Run 1, met1 routing:
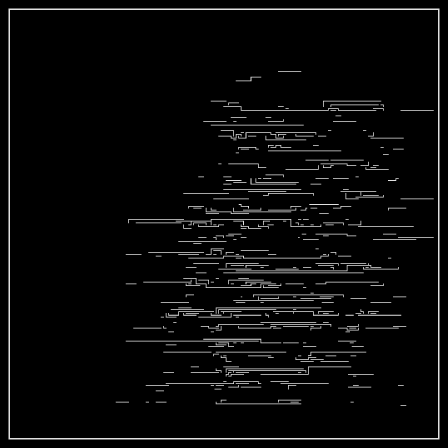
Run 1, signal wires on met2:
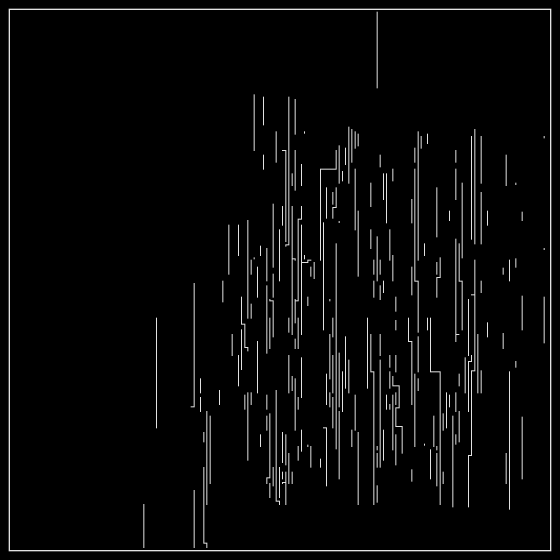
Run 1, the metal 3 layer:
Scale bar: 20 um. Cells faint in the background.
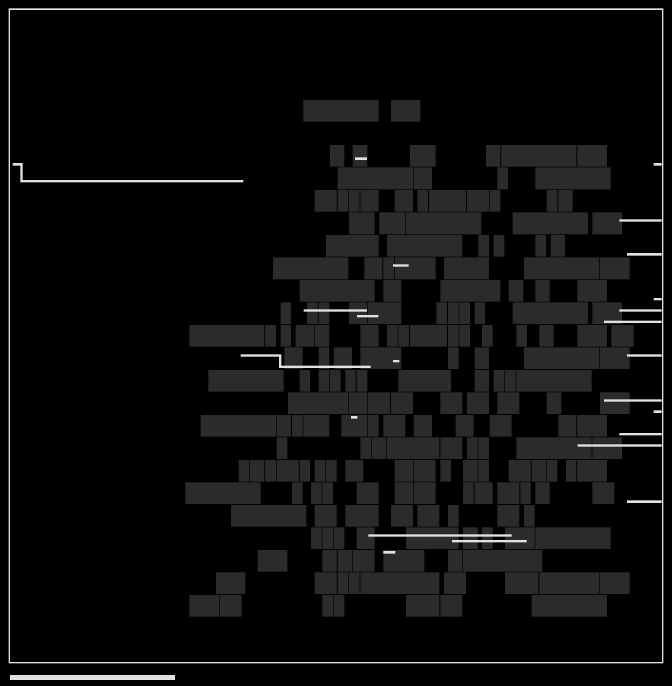
==> src/rtl/al422_bam_scan_sequencer.sv <==
`default_nettype none
// +----------------------------------------------------------------------------+
// | Module   : al422_bam_scan_sequencer                                        |
// | Purpose  : BAM scan scheduler for the AL422-fed LED panel driver.          |
// |            Per plane: start row-data shifter, pulse the panel latch,       |
// |            update the row address, start the OE processor with the         |
// |            plane's bit index. Shifting of plane N+1 overlaps the OE        |
// |            display of plane N. frame_done lets the FIFO read side rewind.  |
// | Ports    : in_clk, in_nrst (async, active-low)                            |
// |            enable       - run scan (level)                                 |
// |            shift_start  - pulse: shift out next plane                      |
// |            shift_busy   - shifter busy (rises cycle after shift_start)     |
// |            led_latch    - panel latch strobe, LATCH_WIDTH clocks           |
// |            oe_start     - pulse: start OE processor                        |
// |            oe_busy      - OE processor busy (rises cycle after oe_start)   |
// |            bit_counter  - displayed plane index                            |
// |            row_addr     - displayed row address                            |
// |            frame_done   - pulse: last plane of the frame shifted           |
// |            busy         - sequencer not idle                               |
// | Option   : `define AL422_BAM_ROW_SETTLE_EN inserts ROW_SETTLE_CYCLES idle  |
// |            cycles between latch and OE start when the row address changes. |
// | Revision : 1.0 - initial release                                           |
// +----------------------------------------------------------------------------+
module al422_bam_scan_sequencer #(
   parameter int BAM_BITS          = 8,
   parameter int BITS_IN_COUNTER   = 3,
   parameter int ROW_BITS          = 4,
   parameter int LATCH_WIDTH       = 2,
   parameter int ROW_SETTLE_CYCLES = 4
) (
   input  logic                       in_clk,
   input  logic                       in_nrst,
   input  logic                       enable,
   output logic                       shift_start,
   input  logic                       shift_busy,
   output logic                       led_latch,
   output logic                       oe_start,
   input  logic                       oe_busy,
   output logic [BITS_IN_COUNTER-1:0] bit_counter,
   output logic [ROW_BITS-1:0]        row_addr,
   output logic                       frame_done,
   output logic                       busy
);

   localparam int c_LCNT_W = (LATCH_WIDTH > 1) ? $clog2(LATCH_WIDTH) : 1;
   localparam logic [c_LCNT_W-1:0]        c_LATCH_LAST = c_LCNT_W'(LATCH_WIDTH - 1);
   localparam logic [BITS_IN_COUNTER-1:0] c_BIT_LAST   = BITS_IN_COUNTER'(BAM_BITS - 1);
   localparam logic [ROW_BITS-1:0]        c_ROW_LAST   = {ROW_BITS{1'b1}};

   typedef enum logic [2:0] {
      IDLE    = 3'd0,
      SHIFT   = 3'd1,
      WAIT_OE = 3'd2,
      LATCH   = 3'd3,
      OE_GO   = 3'd4,
      DRAIN   = 3'd5,
      SETTLE  = 3'd6
   } state_t;

   state_t                       r_state;
   logic [ROW_BITS-1:0]          r_row_s;      // shift index: plane in / next into the shifter
   logic [BITS_IN_COUNTER-1:0]   r_bit_s;
   logic [c_LCNT_W-1:0]          r_latch_cnt;
   logic                         w_last_plane;

   assign w_last_plane = (r_row_s == c_ROW_LAST) && (r_bit_s == c_BIT_LAST);

`ifdef AL422_BAM_ROW_SETTLE_EN
   localparam int c_SCNT_W = (ROW_SETTLE_CYCLES > 1) ? $clog2(ROW_SETTLE_CYCLES) : 1;
   localparam logic [c_SCNT_W-1:0] c_SETTLE_LAST = c_SCNT_W'(ROW_SETTLE_CYCLES - 1);

   logic [c_SCNT_W-1:0] r_settle_cnt;
   logic                r_row_chg;
   logic                w_row_chg;

   // With a one-cycle latch the first and last latch cycles coincide, so the
   // comparison must be taken live instead of from the stored flag.
   assign w_row_chg = (r_latch_cnt == '0) ? (r_row_s != row_addr) : r_row_chg;
`else
   logic w_unused_settle;
   assign w_unused_settle = (ROW_SETTLE_CYCLES != 0);
`endif

   always_ff @(posedge in_clk or negedge in_nrst) begin
      if (!in_nrst) begin
         r_state     <= IDLE;
         r_row_s     <= '0;
         r_bit_s     <= '0;
         r_latch_cnt <= '0;
         shift_start <= 1'b0;
         led_latch   <= 1'b0;
         oe_start    <= 1'b0;
         bit_counter <= '0;
         row_addr    <= '0;
         frame_done  <= 1'b0;
         busy        <= 1'b0;
`ifdef AL422_BAM_ROW_SETTLE_EN
         r_settle_cnt <= '0;
         r_row_chg    <= 1'b0;
`endif
      end else begin
         shift_start <= 1'b0;
         oe_start    <= 1'b0;
         frame_done  <= 1'b0;

         case (r_state)
            IDLE: begin
               r_row_s <= '0;
               r_bit_s <= '0;
               if (enable) begin
                  shift_start <= 1'b1;
                  busy        <= 1'b1;
                  r_state     <= SHIFT;
               end
            end

            // Coming from IDLE the start pulse is still high in this state and
            // the shifter has not yet raised busy; ignore busy until it drops.
            SHIFT: begin
               if (!shift_start && !shift_busy) begin
                  frame_done <= w_last_plane;
                  if (!oe_busy) begin
                     led_latch   <= 1'b1;
                     r_latch_cnt <= '0;
                     r_state     <= LATCH;
                  end else begin
                     r_state <= WAIT_OE;
                  end
               end
            end

            // Shifted data stays in the panel registers until the current
            // plane's display has finished.
            WAIT_OE: begin
               if (!oe_busy) begin
                  led_latch   <= 1'b1;
                  r_latch_cnt <= '0;
                  r_state     <= LATCH;
               end
            end

            LATCH: begin
               if (r_latch_cnt == '0) begin
                  bit_counter <= r_bit_s;
                  row_addr    <= r_row_s;
`ifdef AL422_BAM_ROW_SETTLE_EN
                  r_row_chg   <= (r_row_s != row_addr);
`endif
                  if (r_bit_s == c_BIT_LAST) begin
                     r_bit_s <= '0;
                     r_row_s <= r_row_s + ROW_BITS'(1);
                  end else begin
                     r_bit_s <= r_bit_s + BITS_IN_COUNTER'(1);
                  end
               end
               if (r_latch_cnt == c_LATCH_LAST) begin
                  led_latch <= 1'b0;
`ifdef AL422_BAM_ROW_SETTLE_EN
                  if (w_row_chg) begin
                     r_settle_cnt <= '0;
                     r_state      <= SETTLE;
                  end else begin
                     oe_start    <= 1'b1;
                     shift_start <= enable;
                     r_state     <= OE_GO;
                  end
`else
                  oe_start    <= 1'b1;
                  shift_start <= enable;
                  r_state     <= OE_GO;
`endif
               end else begin
                  r_latch_cnt <= r_latch_cnt + c_LCNT_W'(1);
               end
            end

`ifdef AL422_BAM_ROW_SETTLE_EN
            SETTLE: begin
               if (r_settle_cnt == c_SETTLE_LAST) begin
                  oe_start    <= 1'b1;
                  shift_start <= enable;
                  r_state     <= OE_GO;
               end else begin
                  r_settle_cnt <= r_settle_cnt + c_SCNT_W'(1);
               end
            end
`endif

            // oe_start (and shift_start when running) are high in this cycle;
            // the registered shift_start records whether enable was still set.
            OE_GO: begin
               r_state <= shift_start ? SHIFT : DRAIN;
            end

            DRAIN: begin
               if (!oe_busy) begin
                  r_row_s     <= '0;
                  r_bit_s     <= '0;
                  bit_counter <= '0;
                  row_addr    <= '0;
                  busy        <= 1'b0;
                  r_state     <= IDLE;
               end
            end

            default: begin
               r_state <= IDLE;
            end
         endcase
      end
   end

endmodule
`default_nettype wire

==> config.mk <==
export PLATFORM = sky130hd
export DESIGN_NAME = al422_bam_scan_sequencer
export DESIGN_NICKNAME = d
export VERILOG_FILES = /design/src/rtl/al422_bam_scan_sequencer.sv
export SDC_FILE = /design/constraint.sdc
export NUM_CORES = 1
export LEC_CHECK = 0
export ABC_AREA = 1
export ABC_CLOCK_PERIOD_IN_PS = 1450
export CAP_MARGIN = 20
export CORE_MARGIN = 3
export CORE_UTILIZATION = 25
export DETAILED_ROUTE_END_ITERATION = 7
export HOLD_SLACK_MARGIN = 0.02
export SYNTH_ARGS = -nofsm -noshare
export SYNTH_HDL_FRONTEND = slang
export SYNTH_SLANG_ARGS = --single-unit
==> constraint.sdc <==
create_clock -name in_clk -period 1.45 [get_ports in_clk]
set_clock_uncertainty 0.05 [all_clocks]
set_input_delay 0.2175 -clock in_clk [delete_from_list [all_inputs] [get_ports in_clk]]
set_output_delay 0.2175 -clock in_clk [all_outputs]
set_load 0.005 [all_outputs]
==> flow_summary.toml, run 1 <==
# generated from flow reports
[outcome]
run_status = "complete, no violations"

[sta]
unrepaired_setup_endpoints_after_global_routing = "yes"
final_period_minus_worst_setup_slack_ps = 1400
timing.final.hold_violations = 0
totalNegativeSetupSlack_ps = 0
fin_worst_setup_slack_ps = 51.6
slew_violations = 0
hold_ws_ps = 244
count_of_final_setup_violators = 0
max_freq_mhz = 715
timing.final.crit_share_pct = 96.4
timing.max_slew.rel_slack_pct = 80.1
worst_slew_pin_slew_ps = 298

[floorplanning]
die_h_um = 78.8
floorplan.core_area_um2 = 4910
fp_density_pct = 27.0
tap_cells = 67
floorplan.die_area_um2 = 6210
num_io_pins = 17
die_width_um = 78.8
placement_rows = 25

[global_route]
global_route.usage.total_pct = 9.92
grt_max_degree = 24
grt_antenna_before_repair = 0
gr-max-usage-layer = "met2"
wire_length_of_the_first_global_routing_pass_mm = 4.89
global_route.overflow_total = 0
first_global_vias = 1105

[clocking]
clk_root_buffer_cell = "sky130_fd_sc_hd__clkbuf_8"
cts_max_path_buffers = 2
cts_resized = 3
tritoncts = "yes"
clock_insertion_delay_worst_skew_ps = 270
cts_num_sinks = 23
cts_buffers = 3
h-tree-depth = 1
clk_pin_slew_ps = 80
post_cts_hold_buffer_count = 0
postCtsSetupRepairBufs = 1

[route]
detail_route.iter0.violations = 57
wl_per_cell_um = 10.7
routed_via_density = 4.22
remaining_drcs = 0
dr.pass1.iters = 4
wl_met1_mm = 1.33
antenna_left = 0
wl_met2_mm = 1.24
top_layer_used_by_detailed_routing = "met4"
metal3_wl_um = 137

[min_path]
worstHoldPathType = "input port to asynchronous set/reset pin"

[finish]
biggestCellCategory = "multi-input combinational cells"
n_multi_input_combinational_cell = 110
layout.core_utilization_pct = 36.7
clkbuf_count = 3
final_nets = 203
fin_area_um2 = 1800
antenna-diode-count = 0
flops = 23
signal_buffer_area_fraction_pct = 20.4
sh_comb_area_pct = 36.4
post_layout_nonfiller_instances = 261
final_layout_size_suffix_gt1_share_pct = 32.5
seq_share_pct = 32.0
area_growth_syn_to_layout_pct = 36.0
area.sequential_um2 = 578
clock_network_area_fraction_pct = 2.57
non_clock_inverter_count = 15
buffers = 42
layout.area.comb_um2 = 657
fillerInstances = 515

[setup_path]
cp-start-kind = "flop"
critPathRequiredTime_ps = 1180
crit_family = "buffers and inverters"
path_max_fanout = 2
timing.reg2reg.setup_slack_ps = 80
cp_launch_point = "shift_start$_DFF_PN0_"
cp_num_buf_inv = 1
path_cells = "clkdlybuf4s50_1"
worst_r2r_path_depth = 8
timing.setup.critical_path_class = "flop to output pin"
critical_path.endpoint = "shift_start"
slowest_stage = "sky130_fd_sc_hd__clkdlybuf4s50_1"
cp-end-kind = "output pin"
r2r_end = "r_row_s[0]$_DFFE_PN0P_"
cp_slowest_stage_delay_ps = 500
worstPathArrival_ps = 1130
r2r-start = "r_state[1]$_DFFE_PN0P_"
critical_path_depth = 1

[logic_synthesis]
yosysCellCount = 153
yosysWarningCount = 0
post_synth.cell_area_avg_um2 = 8.67
synthesis.instances = 153
synth.yosys.chip_area_um2 = 1330
post_synth_instance_area_um2 = 1330
ys_seq_share_pct = 43.4
netlist-cell-type-count = 30
postSynthNetCount = 161
ys_ff = 23

[power]
power.density_cell_area_nw_per_um2 = 1870
finalPower_mw = 3.38
worst_ir_drop_vdd_mv = 0.669
power.static_leakage_nw = 0.879

[place]
globalplace.congestion = 0.798
detailedPlace.worstSlack_ps = -182
placed_cells_incl_taps = 250
buffer_ports.inserted = 16
post_placement_cell_area_um2 = 1660
place.detailed.hpwl_mm = 2.09

[run]
warnings = 27
maxCapViolCount = 0
Notes on 'met1 routing' above:
nets with wire on the layer = 178
main direction = horizontal
share of all routed wire = 48%
wire length on this layer = 1330 um
longest straight run = 25.8 um
met1 Resource Use GR: 12.9%
total via count after detailed routing: 1101
final WL: 2.79 mm

Notes on 'signal wires on met2' above:
main direction = vertical
share of all routed wire = 44%
nets with wire on the layer = 158
GR met2 Demand/Resource: 16.0%

Notes on 'the metal 3 layer' above:
longest straight run = 26.7 um
nets with wire on the layer = 19
share of all routed wire = 4.9%
met3 global-route usage: 2.15%

-- run 1: state kept, by name (all words and copies together), names as in the netlist --
name and cells:
shift_start 1, r_bit_s 3, row_addr 4, r_state 3, r_row_s 4, bit_counter 3, busy 1, frame_done 1
led_latch 1, r_latch_cnt 1, oe_start 1
-- run 1: placed cells by master (no fill, tap or decap), types with 3 or more instances in the layout --
cell type | Yosys | layout
sky130_fd_sc_hd__nand2_1 | 46 | 43
sky130_fd_sc_hd__buf_4 | 0 | 25
sky130_fd_sc_hd__dfrtp_1 | 23 | 21
sky130_fd_sc_hd__clkdlybuf4s50_1 | 0 | 16
sky130_fd_sc_hd__nand3_1 | 15 | 14
sky130_fd_sc_hd__inv_1 | 10 | 10
sky130_fd_sc_hd__nor2_1 | 14 | 10
sky130_fd_sc_hd__nand2_2 | 4 | 7
sky130_fd_sc_hd__nand4_1 | 5 | 5
sky130_fd_sc_hd__nor2_2 | 1 | 4
sky130_fd_sc_hd__nand3_4 | 3 | 4
sky130_fd_sc_hd__o21ai_1 | 3 | 4
sky130_fd_sc_hd__inv_4 | 3 | 3
sky130_fd_sc_hd__o21ai_2 | 3 | 3
sky130_fd_sc_hd__clkbuf_8 | 0 | 3
-- run 1: cells in the mapped netlist --
master                     instances  area [um2]
sky130_fd_sc_hd__buf_2             1        5.00
sky130_fd_sc_hd__nand2_1          46         173
sky130_fd_sc_hd__nand3_4           3        52.6
sky130_fd_sc_hd__nor3_1            1        5.00
sky130_fd_sc_hd__inv_8             1        11.3
sky130_fd_sc_hd__nand2_8           1        20.0
sky130_fd_sc_hd__nand2_4           1        11.3
sky130_fd_sc_hd__o21ai_1           3        15.0
sky130_fd_sc_hd__ha_1              3        37.5
sky130_fd_sc_hd__dfrtp_1          23         576
sky130_fd_sc_hd__nand4_1           5        31.3
sky130_fd_sc_hd__o21ai_2           3        26.3
sky130_fd_sc_hd__nor2_8            1        20.0
sky130_fd_sc_hd__buf_12            1        20.0
sky130_fd_sc_hd__buf_6             2        22.5
sky130_fd_sc_hd__inv_4             3        18.8
sky130_fd_sc_hd__xor2_1            1        8.76
sky130_fd_sc_hd__o31ai_1           1        7.51
sky130_fd_sc_hd__o21ai_0           3        15.0
sky130_fd_sc_hd__buf_8             1        15.0
sky130_fd_sc_hd__nand3_2           1        10.0
sky130_fd_sc_hd__nor2_1           14        52.6
sky130_fd_sc_hd__inv_1            10        37.5
sky130_fd_sc_hd__nor2_2            1        6.26
sky130_fd_sc_hd__inv_2             1        3.75
sky130_fd_sc_hd__or2_0             1        6.26
sky130_fd_sc_hd__nand3_1          15        75.1
sky130_fd_sc_hd__nand2_2           4        25.0
sky130_fd_sc_hd__nand3b_1          1        7.51
sky130_fd_sc_hd__nor2_4            1        11.3
-- run 1: power breakdown --
group          internal [mW]  switching [mW]
Combinational          0.929            1.05
Clock                  0.192           0.214
Sequential             0.832           0.159
Total                   1.95            1.42
-- run 1: logic make-up after synthesis --
logic type	Yosys count	synth area share, %
simple gates	96	38.2
xor+xnor	1	0.660
fa+ha+maj	3	2.83
compound gates	10	4.81
buf+inv	20	10.1
flops	23	43.4
Run 1, where the registers sit:
Scale bar: 20 um. Other sequential cells in the stronger gray, the rest of the logic in the fainter gray.
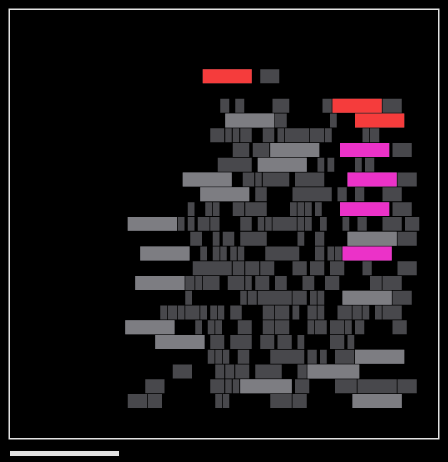

--- run 2 (diff from run 1) ---
--- a/config.mk
+++ b/config.mk
@@ -5,10 +5,9 @@
 export SDC_FILE = /design/constraint.sdc
 export NUM_CORES = 1
 export LEC_CHECK = 0
-export ABC_AREA = 1
 export ABC_CLOCK_PERIOD_IN_PS = 1450
 export CAP_MARGIN = 20
-export CORE_MARGIN = 3
+export CORE_MARGIN = 2
 export CORE_UTILIZATION = 25
 export DETAILED_ROUTE_END_ITERATION = 7
 export HOLD_SLACK_MARGIN = 0.02
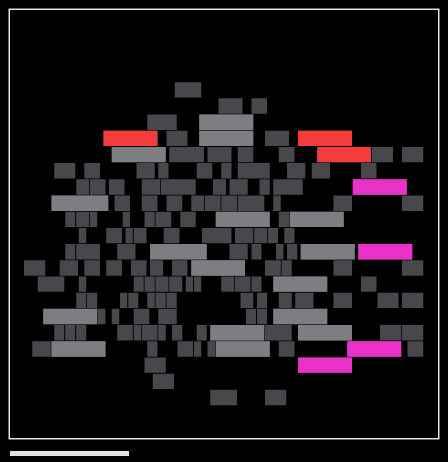
Run 2: where the registers sit
Scale bar: 20 um. Other sequential cells in the stronger gray, the rest of the logic in the fainter gray.
`row_addr` -> magenta  # sequential cells 4
`bit_counter` -> red  # sequential cells 3
not colored = 16
sequential group power: 0.885 mW
flop share of the area: 35.7%

==> flow_summary.toml, run 2 <==
# generated from flow reports
[outcome]
run_status = "complete, no violations"

[place]
globalplace.congestion = 0.799
place.detailed.hpwl_mm = 2.12
post_placement_cell_area_um2 = 1480
placed_cells_incl_taps = 196
buffer_ports.inserted = 16

[route]
routed_via_density = 4.97
wl_per_cell_um = 13.9
detail_route.iter0.violations = 78
wl_met2_mm = 1.35
remaining_drcs = 0
dr.pass1.iters = 4
wl_met1_mm = 1.34
top_layer_used_by_detailed_routing = "met4"
antenna_left = 0
metal3_wl_um = 126

[logic_synthesis]
compound_area_share_pct = 17.6
yosys.area.top_type = "sky130_fd_sc_hd__dfrtp_1"
synth.cellmix.adderShare_pct = 3.26
synthesis.instances = 115
postSynthNetCount = 123
synth.yosys.chip_area_um2 = 1150
yosysCellCount = 115
synth.cellmix.simpleShare_pct = 21.4
netlist-cell-type-count = 35
synthTopLogicFamily = "simple AND/OR/NAND/NOR gates"
ys_seq_share_pct = 49.9
post_synth_instance_area_um2 = 1150
yosys.cell_count.top_type = "sky130_fd_sc_hd__dfrtp_1"
top_cell_area_share_pct = 49.9
post_synth.cell_area_avg_um2 = 10.0
top_post_synthesis_cells_by_count = "sky130_fd_sc_hd__dfrtp_1 (23), sky130_fd_sc_hd__nand2_1 (10), sky130_fd_sc_hd__nand3_1 (10)"
mux_share_pct = 3.80
edf_count = 0
yosys_xor_share_pct = 0
asyncSetResetFlopFracSynth_pct = 100
yosysWarningCount = 0
ys_top_cells_by_area = "sky130_fd_sc_hd__dfrtp_1 (50%), sky130_fd_sc_hd__a22o_1 (4.6%), sky130_fd_sc_hd__nand3_1 (4.3%)"
synth-main-ff-cell = "sky130_fd_sc_hd__dfrtp_1"
ys_ff = 23

[clocking]
cts_num_sinks = 23
h-tree-depth = 1
clk_root_buffer_cell = "sky130_fd_sc_hd__clkbuf_8"
clk_pin_slew_ps = 80
cts_buffers = 3
tritoncts = "yes"
post_cts_hold_buffer_count = 0
clock_insertion_delay_worst_skew_ps = 270
cts_max_path_buffers = 2

[sta]
worst_slew_pin_slew_ps = 331
count_of_final_setup_violators = 0
max_freq_mhz = 694
timing.final.hold_violations = 0
slew_violations = 0
unrepaired_setup_endpoints_after_global_routing = "yes"
timing.max_slew.rel_slack_pct = 77.8
timing.final.crit_share_pct = 99.4
final_period_minus_worst_setup_slack_ps = 1440

[finish]
post_layout_nonfiller_instances = 207
layout_top_cells = "sky130_fd_sc_hd__buf_4 (24), sky130_fd_sc_hd__dfrtp_1 (21), sky130_fd_sc_hd__clkdlybuf4s50_1 (13), sky130_fd_sc_hd__nand3_1 (10), sky130_fd_sc_hd__nand2_1 (9)"
registers_with_the_most_flip_flops = "r_row_s: 4 flops, row_addr: 4 flops"
antenna-diode-count = 0
area_growth_syn_to_layout_pct = 40.6
mostFrequentLayoutCell = "sky130_fd_sc_hd__buf_4"
final_layout_size_suffix_gt1_share_pct = 26.5
fin_area_um2 = 1620
final_nets = 164

[run]
maxCapViolCount = 0
warnings = 27

[global_route]
grt_antenna_before_repair = 0
global_route.overflow_total = 0
wire_length_of_the_first_global_routing_pass_mm = 4.93
global_route.usage.total_pct = 12.3
first_global_vias = 1017
grt_max_degree = 24

[power]
power.static_leakage_nw = 0.752
power.density_cell_area_nw_per_um2 = 1550
worst_ir_drop_vdd_mv = 0.697
finalPower_mw = 2.51

[setup_path]
cp-start-kind = "flop"
critPathRequiredTime_ps = 1550
cp-end-kind = "flop"
worstPathArrival_ps = 1540
timing.setup.critical_path_class = "flop to flop"
path_max_fanout = 7

[min_path]
worstHoldPathType = "input port to asynchronous set/reset pin"

[floorplanning]
floorplan.core_area_um2 = 4380
num_io_pins = 17
placement_rows = 24
floorplan.die_area_um2 = 5170
die_h_um = 71.9
fp_density_pct = 26.3
die_width_um = 71.9
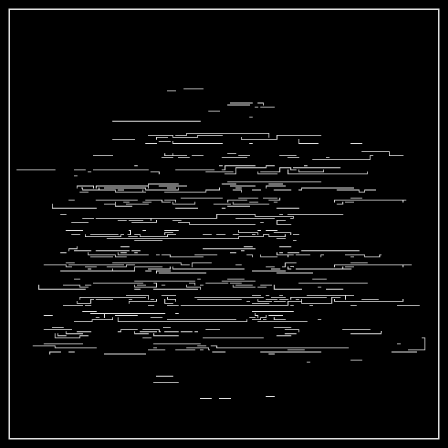
Run 2: met1 routing
share of all routed wire = 47%
longest straight run = 22.1 um
met1 Resource Use GR: 16.6%
final WL: 2.88 mm
total via count after detailed routing: 1028

-- run 2: netlist changes by cell type in the layout (fill, tap and decap cells not counted), sizes merged, moves of 4 or more --
cell and delta:
a22o +6, nand4 -4, a21oi +6, nor2 -12
nand2 -42, inv -11, nand3 -9
-- run 2: logic make-up after synthesis --
kind of cell	count (synthesis)
compound gates	31
mux	4
fa+ha+maj	3
buf+inv	9
flops	23
simple gates	45
-- run 2: stage by stage --
step / utilization (%) / setup slack [ps] / TNS [ps] / hold WS [ps]
6_report: 37.0 / 9.10 / 0 / 248
5_1_grt: 37.0 / -34.2 / -105 / 270
4_1_cts: 35.2 / 7.11 / 0 / 266
3_5_place_dp: 33.8 / -214 / -1550 / 438
3_3_place_gp: 33.8 / -175 / -1340 / 432
2_1_floorplan: - / 92.1 / 0 / -128
-- run 2: worst paths after layout --
check | cells past startpoint | startpoint | slack, ps | endpoint
setup / recovery | 5 | r_state[2]$_DFFE_PN0P_ | 9 | r_row_s[3]$_DFFE_PN0P_
hold / removal | 2 | in_nrst | 250 | row_addr[3]$_DFFE_PN0P_
setup reg to reg | 5 | r_state[2]$_DFFE_PN0P_ | 9 | r_row_s[3]$_DFFE_PN0P_
hold reg to reg | 1 | bit_counter[1]$_DFFE_PN0P_ | 450 | bit_counter[1]$_DFFE_PN0P_
max in group asynchronous | 2 | in_nrst | 850 | r_state[0]$_DFFE_PN0P_
min in group in_clk | 1 | bit_counter[1]$_DFFE_PN0P_ | 450 | bit_counter[1]$_DFFE_PN0P_
-- run 2: timing repair --
item / in CTS / in global routing
endpoints found under the setup margin: 4 / 11
resized: 4 / 10
pin swaps: 1 / 2
buffers inserted: 1 / 6
gates cloned: 0 / 0
-- run 2: layout make-up --
type	instances	area, um2
clock buffers	3	41.3
clock inverters	1	5.00
well taps	52	65.1
inverters	4	15.0
repair buffers	41	359
multi-input cells	83	557
flip-flops and latches	23	578
fillers	467	2760
-- run 2: per-layer routing --
layer / up-vias / track usage (%)
met5: - / 0
met4: 0 / 3.77
met3: 9 / 3.33
met2: 23 / 19.3
met1: 494 / 16.6
li1: 502 / -
-- run 2: power by group --
part           total [mW]  leakage [nW]  internal, mW  switching, mW
clock network       0.404        0.0255         0.192          0.211
logic                1.22         0.429         0.650          0.573
registers           0.885         0.298         0.774          0.112
total                2.51         0.752          1.62          0.896
-- run 2: worst max-delay path, stage by stage, from the launching register on --
cell	delay, ps
sky130_fd_sc_hd__dfrtp_2	460
sky130_fd_sc_hd__and4bb_4	390
sky130_fd_sc_hd__buf_6	120
sky130_fd_sc_hd__nand2_1	90
sky130_fd_sc_hd__nand3_1	110
sky130_fd_sc_hd__nand3_1	100
Power and IR drop assume default switching activity.
